### Sequential cells grouped by signal name

Bar = 50 um. Other sequential cells in the stronger gray, the rest of the logic in the fainter gray.
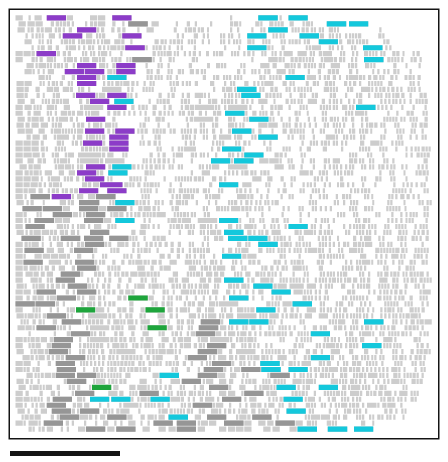
### Cell classes on the final placement

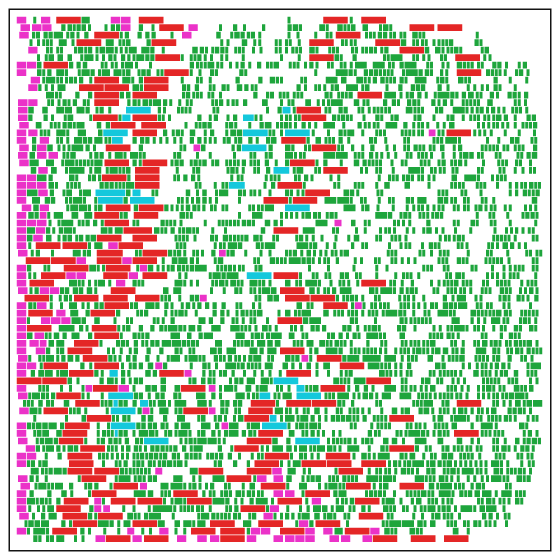
### Wiring by layer

Bar = 50 um.
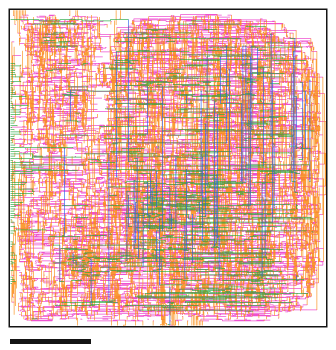
$ cat config.mk
export PLATFORM = sky130hd
export DESIGN_NAME = mul_unit
export DESIGN_NICKNAME = d
export VERILOG_FILES = /design/src/rtl/mul_pkg.sv /design/src/rtl/mul_shift_add_core.sv /design/src/rtl/mul_unit.sv
export SDC_FILE = /design/constraint.sdc
export NUM_CORES = 1
export LEC_CHECK = 0
export ABC_AREA = 1
export CORE_MARGIN = 2
export CORE_UTILIZATION = 56
export DETAILED_ROUTE_END_ITERATION = 16
export PLACE_DENSITY = 0.79
export SYNTH_ARGS = -nofsm -noshare
export SYNTH_HDL_FRONTEND = slang
export SYNTH_SLANG_ARGS = --single-unit
$ cat constraint.sdc
create_clock -name clk -period 6.27 [get_ports clk]
set_input_delay 1.254 -clock clk [delete_from_list [all_inputs] [get_ports clk]]
set_output_delay 1.254 -clock clk [all_outputs]
set_load 0.005 [all_outputs]
$ cat src/rtl/mul_pkg.sv
// mul_pkg: shared FSM states, operation codes and NZCV bit positions for the multiplier
package mul_pkg;

    typedef enum logic [1:0] {
        S_IDLE = 2'd0,
        S_RUN  = 2'd1,
        S_DONE = 2'd2
    } state_e;

    localparam logic [1:0] MULI  = 2'b00;
    localparam logic [1:0] MULR  = 2'b01;
    localparam logic [1:0] MULSI = 2'b10;
    localparam logic [1:0] MULSR = 2'b11;

    localparam int FLAG_N = 3;
    localparam int FLAG_Z = 2;
    localparam int FLAG_C = 1;
    localparam int FLAG_V = 0;

    function automatic logic sets_flags(input logic [1:0] t);
        return t == MULSI || t == MULSR;
    endfunction

    function automatic logic reg_operand(input logic [1:0] t);
        return t == MULR || t == MULSR;
    endfunction

endpackage

$ cat src/rtl/mul_shift_add_core.sv
// mul_shift_add_core: unsigned radix-2 shift-add datapath, one multiplier bit per step
module mul_shift_add_core #(
    parameter int WIDTH = 32
) (
    input  logic                 clk,
    input  logic                 rst,
    input  logic                 load,
    input  logic                 step,
    input  logic [WIDTH-1:0]     mcand,
    input  logic [WIDTH-1:0]     mplier,
    output logic [2*WIDTH-1:0]   acc_nxt,
    output logic                 last
);

    localparam int CW = $clog2(WIDTH);

    logic [WIDTH-1:0]   mcand_q, mplier_q;
    logic [2*WIDTH-1:0] acc_q;
    logic [CW-1:0]      cnt_q;

    assign last = cnt_q == CW'(WIDTH - 1);

    // accumulator value after this step; exposed so the top can finish on the last step
    always_comb begin
        acc_nxt = mplier_q[0] ? acc_q + ({{WIDTH{1'b0}}, mcand_q} << cnt_q) : acc_q;
    end

    // operand capture on load, then one shift-add iteration per step
    always_ff @(posedge clk or posedge rst) begin
        if (rst) begin
            mcand_q  <= '0;
            mplier_q <= '0;
            acc_q    <= '0;
            cnt_q    <= '0;
        end else if (load) begin
            mcand_q  <= mcand;
            mplier_q <= mplier;
            acc_q    <= '0;
            cnt_q    <= '0;
        end else if (step) begin
            acc_q    <= acc_nxt;
            mplier_q <= mplier_q >> 1;
            cnt_q    <= cnt_q + 1'b1;
        end
    end

endmodule

$ cat src/rtl/mul_unit.sv
// mul_unit: multi-cycle signed multiplier with register write-back and NZCV release
module mul_unit
    import mul_pkg::*;
#(
    parameter int WIDTH = 32
) (
    input  logic             clk,
    input  logic             rst,
    input  logic             start,
    input  logic [1:0]       mul_type,
    input  logic [3:0]       destReg,
    input  logic [WIDTH-1:0] readDataFirst,
    input  logic [WIDTH-1:0] readDataSec,
    input  logic [15:0]      imm,
    output logic             busy,
    output logic             writeToReg,
    output logic [3:0]       writeReg,
    output logic [WIDTH-1:0] writeData,
    output logic             mul_release,
    output logic [3:0]       flags_back_in
);

    state_e             state_q, state_d;
    logic [1:0]         type_q;
    logic [3:0]         dest_q, wreg_q, flags_q, flags_d;
    logic               sign_q, wr_q, accept, last, fin;
    logic [WIDTH-1:0]   op_b, abs_a, abs_b, wdata_q;
    logic [2*WIDTH-1:0] acc_nxt, prod;

    assign accept = state_q == S_IDLE && start;
    assign fin    = state_q == S_RUN && last;
    assign op_b   = reg_operand(mul_type) ? readDataSec : {{(WIDTH-16){imm[15]}}, imm};
    // negating the most negative value wraps to itself, which is exactly its magnitude unsigned
    assign abs_a  = readDataFirst[WIDTH-1] ? -readDataFirst : readDataFirst;
    assign abs_b  = op_b[WIDTH-1] ? -op_b : op_b;
    assign prod   = sign_q ? -acc_nxt : acc_nxt;

    assign busy          = state_q != S_IDLE;
    assign writeToReg    = wr_q;
    assign mul_release   = wr_q;
    assign writeReg      = wreg_q;
    assign writeData     = wdata_q;
    assign flags_back_in = flags_q;

    mul_shift_add_core #(.WIDTH(WIDTH)) u_core (
        .clk    (clk),
        .rst    (rst),
        .load   (accept),
        .step   (state_q == S_RUN),
        .mcand  (abs_a),
        .mplier (abs_b),
        .acc_nxt(acc_nxt),
        .last   (last)
    );

    // IDLE -> RUN on accept, RUN -> DONE after the final step, DONE always returns to IDLE
    always_comb begin
        state_d = state_q == S_IDLE ? (start ? S_RUN : S_IDLE) :
                  state_q == S_RUN  ? (last ? S_DONE : S_RUN) : S_IDLE;
    end

    // NZCV from the signed product; V flags a product that does not fit WIDTH bits signed
    always_comb begin
        flags_d = '0;
        if (sets_flags(type_q)) begin
            flags_d[FLAG_N] = prod[WIDTH-1];
            flags_d[FLAG_Z] = prod[WIDTH-1:0] == '0;
            flags_d[FLAG_C] = 1'b0;
            flags_d[FLAG_V] = prod[2*WIDTH-1:WIDTH] != {WIDTH{prod[WIDTH-1]}};
        end
    end

    // state, operation context, and DONE-cycle result registers (zero outside DONE)
    always_ff @(posedge clk or posedge rst) begin
        if (rst) begin
            state_q <= S_IDLE;
            type_q  <= '0;
            dest_q  <= '0;
            sign_q  <= 1'b0;
            wr_q    <= 1'b0;
            wreg_q  <= '0;
            wdata_q <= '0;
            flags_q <= '0;
        end else begin
            state_q <= state_d;
            if (accept) begin
                type_q <= mul_type;
                dest_q <= destReg;
                sign_q <= readDataFirst[WIDTH-1] ^ op_b[WIDTH-1];
            end
            wr_q    <= fin;
            wreg_q  <= fin ? dest_q : '0;
            wdata_q <= fin ? prod[WIDTH-1:0] : '0;
            flags_q <= fin ? flags_d : '0;
        end
    end

endmodule

==> datasheet_impl.txt <==
Implementation parameters

Parameter                              Value

Final layout
  Most frequent logic cell in the layout    sky130_fd_sc_hd__nand2_1
  Fraction of final layout cells sized beyond drive strength 1    0.0626
  Number of standard cells in the layout, taps in and fillers out    4159
  Number of diodes    0
  Final net count    3836
  Leading cell types in the layout, fill and taps excluded    1340 x sky130_fd_sc_hd__nand2_1, 536 x sky130_fd_sc_hd__inv_1, 309 x sky130_fd_sc_hd__nor2_1, 285 x sky130_fd_sc_hd__nand3_1, 211 x sky130_fd_sc_hd__o21ai_0
  Growth of design area from synthesis to finish    10.7%
  Number of fillers in the final layout    3686

Timing
  Tcrit/Tclk final    0.939
  Setup TNS Final    0 ns
  Achievable clock frequency    170 MHz
  Total of endpoints with negative setup slack in the final report    0
  WHS    0.487 ns
  Count of final max-slew check failures    0
  Final hold viol count    0
  Final min period    5.89 ns
  Remaining max-slew budget at the tightest pin    0.265
  Setup WS post-layout    0.384 ns
  Skew final    0.0208 ns
  Slew at the pin with the worst max-slew slack    1.10 ns

Synthesis
  Syn Area/Cell    5.66 sq um
  Number of warning messages in the yosys log    0
  Top post-synthesis cells by count    1341 x sky130_fd_sc_hd__nand2_1, 542 x sky130_fd_sc_hd__inv_1, 310 x sky130_fd_sc_hd__nor2_1
  Fraction of synthesis flops using an asynchronous set or reset pin    1.00
  Yosys chip area    20500 sq um
  Most instantiated library cell after synthesis    sky130_fd_sc_hd__nand2_1
  Top cell area share    0.245
  Main area contributors after synthesis    sky130_fd_sc_hd__nand2_1 25%, sky130_fd_sc_hd__dfrtp_1 22%, sky130_fd_sc_hd__inv_1 9.9%, sky130_fd_sc_hd__nand3_1 7.0%, sky130_fd_sc_hd__nor2_1 5.7%
  Top FF cell, synth    sky130_fd_sc_hd__dfrtp_1
  Number of synthesized flops with an enable pin    0
  Total cells reported by yosys after synthesis    3624
  Cell Area, Synth    20500 sq um
  Post-synthesis cell type with the largest combined area    sky130_fd_sc_hd__nand2_1
  Syn_nets    3782
  Yosys reg bits    181

Floorplanning
  Chip Area    38200 sq um
  Floorplan utilization    0.564
  Die boundary height    195 um
  I/O pin count    132
  Die X    195 um

Critical path
  Highest fanout seen on the critical path    47
  Register-to-Register Setup Slack    0.38 ns
  Sort of element at the end of the critical path    flop
  Worst setup path endpoint    flags_back_in[0]$_DFF_PP0_
  Reg-to-Reg Start    u_core.cnt_q[0]$_DFFE_PP0P_
  Critical setup path kind    flop to flop
  Worst-path cell with the longest stage delay    sky130_fd_sc_hd__o21ai_0
  CP arrival    6.22 ns
  Count of cell instances traversed by the critical path    34
  Combined buffer and inverter count along the critical path    3
  Required time of the critical path    6.60 ns
  Depth of the most critical reg-to-reg path    34
  Most used cell, CP    sky130_fd_sc_hd__nand2_1
  End of the worst register-to-register path    flags_back_in[0]$_DFF_PP0_

Status
  Result of the run    completed

Clock tree
  CTS max path bufs    2
  Post-CTS Resized    0
  Cell at the root of the clock tree    sky130_fd_sc_hd__clkbuf_16
  Setup repair bufs after CTS    0
  TritonCTS clock tree    yes
  Clock sink count    181

Route
  Antenna-violating nets left    0
  Initial drt markers    2615
  Residual DRC    0
  Via count    23100
  Vias per Instance    5.55
  First-pass DRT Iterations    6
  Post-DR wirelength/cell    17.6 um

Worst hold path
  Startpoint of the tightest hold check path    dest_q[2]$_DFFE_PP0P_
  Kind of path behind the tightest hold check    flop to flop
  Number of stages on the worst hold path    2

GRT
  Largest net degree at the start of global routing    100
  Vias in the first global route    20800
  Total overflow reported by the global router    0
  Wire length of the first global-routing pass    114 mm

Run
  Max cap viols    0
  Total number of warnings across the stage logs    26

Placement
  # placed instances    4127
  Number of port buffers    130
  Worst Setup Slack post-DPL    0.542 ns
About 'Sequential cells grouped by signal name':
| color | signal | sequential cells |
|---|---|---|
| purple | u_core.mplier_q | 32 |
| cyan | u_core.acc_q | 64 |
| green | u_core.cnt_q | 5 |
not colored: 80

About 'Cell classes on the final placement':
| color | class | cells | share of their area |
|---|---|---|---|
| green | all other logic | 3324 | 70% |
| magenta | other buffers and delay cells | 154 | 6.7% |
| red | flops | 181 | 21% |
| cyan | clock drivers and dummy loads | 32 | 2.7% |
Core Rows: 70
fin area: 22700 sq um
post-layout utilization of the core: 0.625

About 'Wiring by layer':
| color | layer | wire length |
|---|---|---|
| magenta | met1 | 31.8 mm |
| green | met3 | 7560 um |
| blue | met4 | 2980 um |
| orange | met2 | 30.8 mm |
global-route usage over all layers: 0.382
Post-Route WL: 73.2 mm

[registers in the layout (all words and copies together), names as in the netlist]
name / cells
state_q: 2
u_core.mcand_q: 32
flags_back_in: 3
writeData: 32
dest_q: 4
u_core.acc_q: 64
writeReg: 4
u_core.cnt_q: 5
sign_q: 1
u_core.mplier_q: 32
mul_release: 1
type_q: 1
[worst register-to-register path, delay by kind of cell (launching register included)]
family	cells	cell delay (ns)
fa+ha+maj	1	0.55
compound gates	4	1.16
flops	1	0.41
mux	1	0.24
simple gates	25	2.99
buf+inv	3	0.44
[kinds of logic (layout without fill, tap and decap cells)]
kind of cell    Yosys count  count (layout)  share of synthesized area
buf+inv                 689             756                      0.129
xor+xnor                 74              74                     0.0316
flops                   181             181                      0.221
fa+ha+maj                69              69                     0.0425
other cells               1               1                   0.000183
simple gates           2157            2157                      0.446
mux                      31              31                     0.0151
compound gates          422             422                      0.115
[cell type report]
cell class | count | area (sq um) | area share
Clock inverter | 14 | 161 | 0.00711
Inverter | 570 | 2150 | 0.0948
Multi-Input combinational cell | 2754 | 13400 | 0.588
Tap cell | 468 | 586 | 0.0258
Timing Repair Buffer | 154 | 1490 | 0.0654
Clock buffer | 18 | 429 | 0.0189
Sequential cell | 181 | 4530 | 0.200
[metal layers]
metal,vias to the layer above,track usage,part of all wire
met4,0,0.146,0.041
met3,143,0.0689,0.10
met5,-,0,0
met2,1174,0.580,0.42
li1,11500,-,-
met1,10300,0.542,0.43
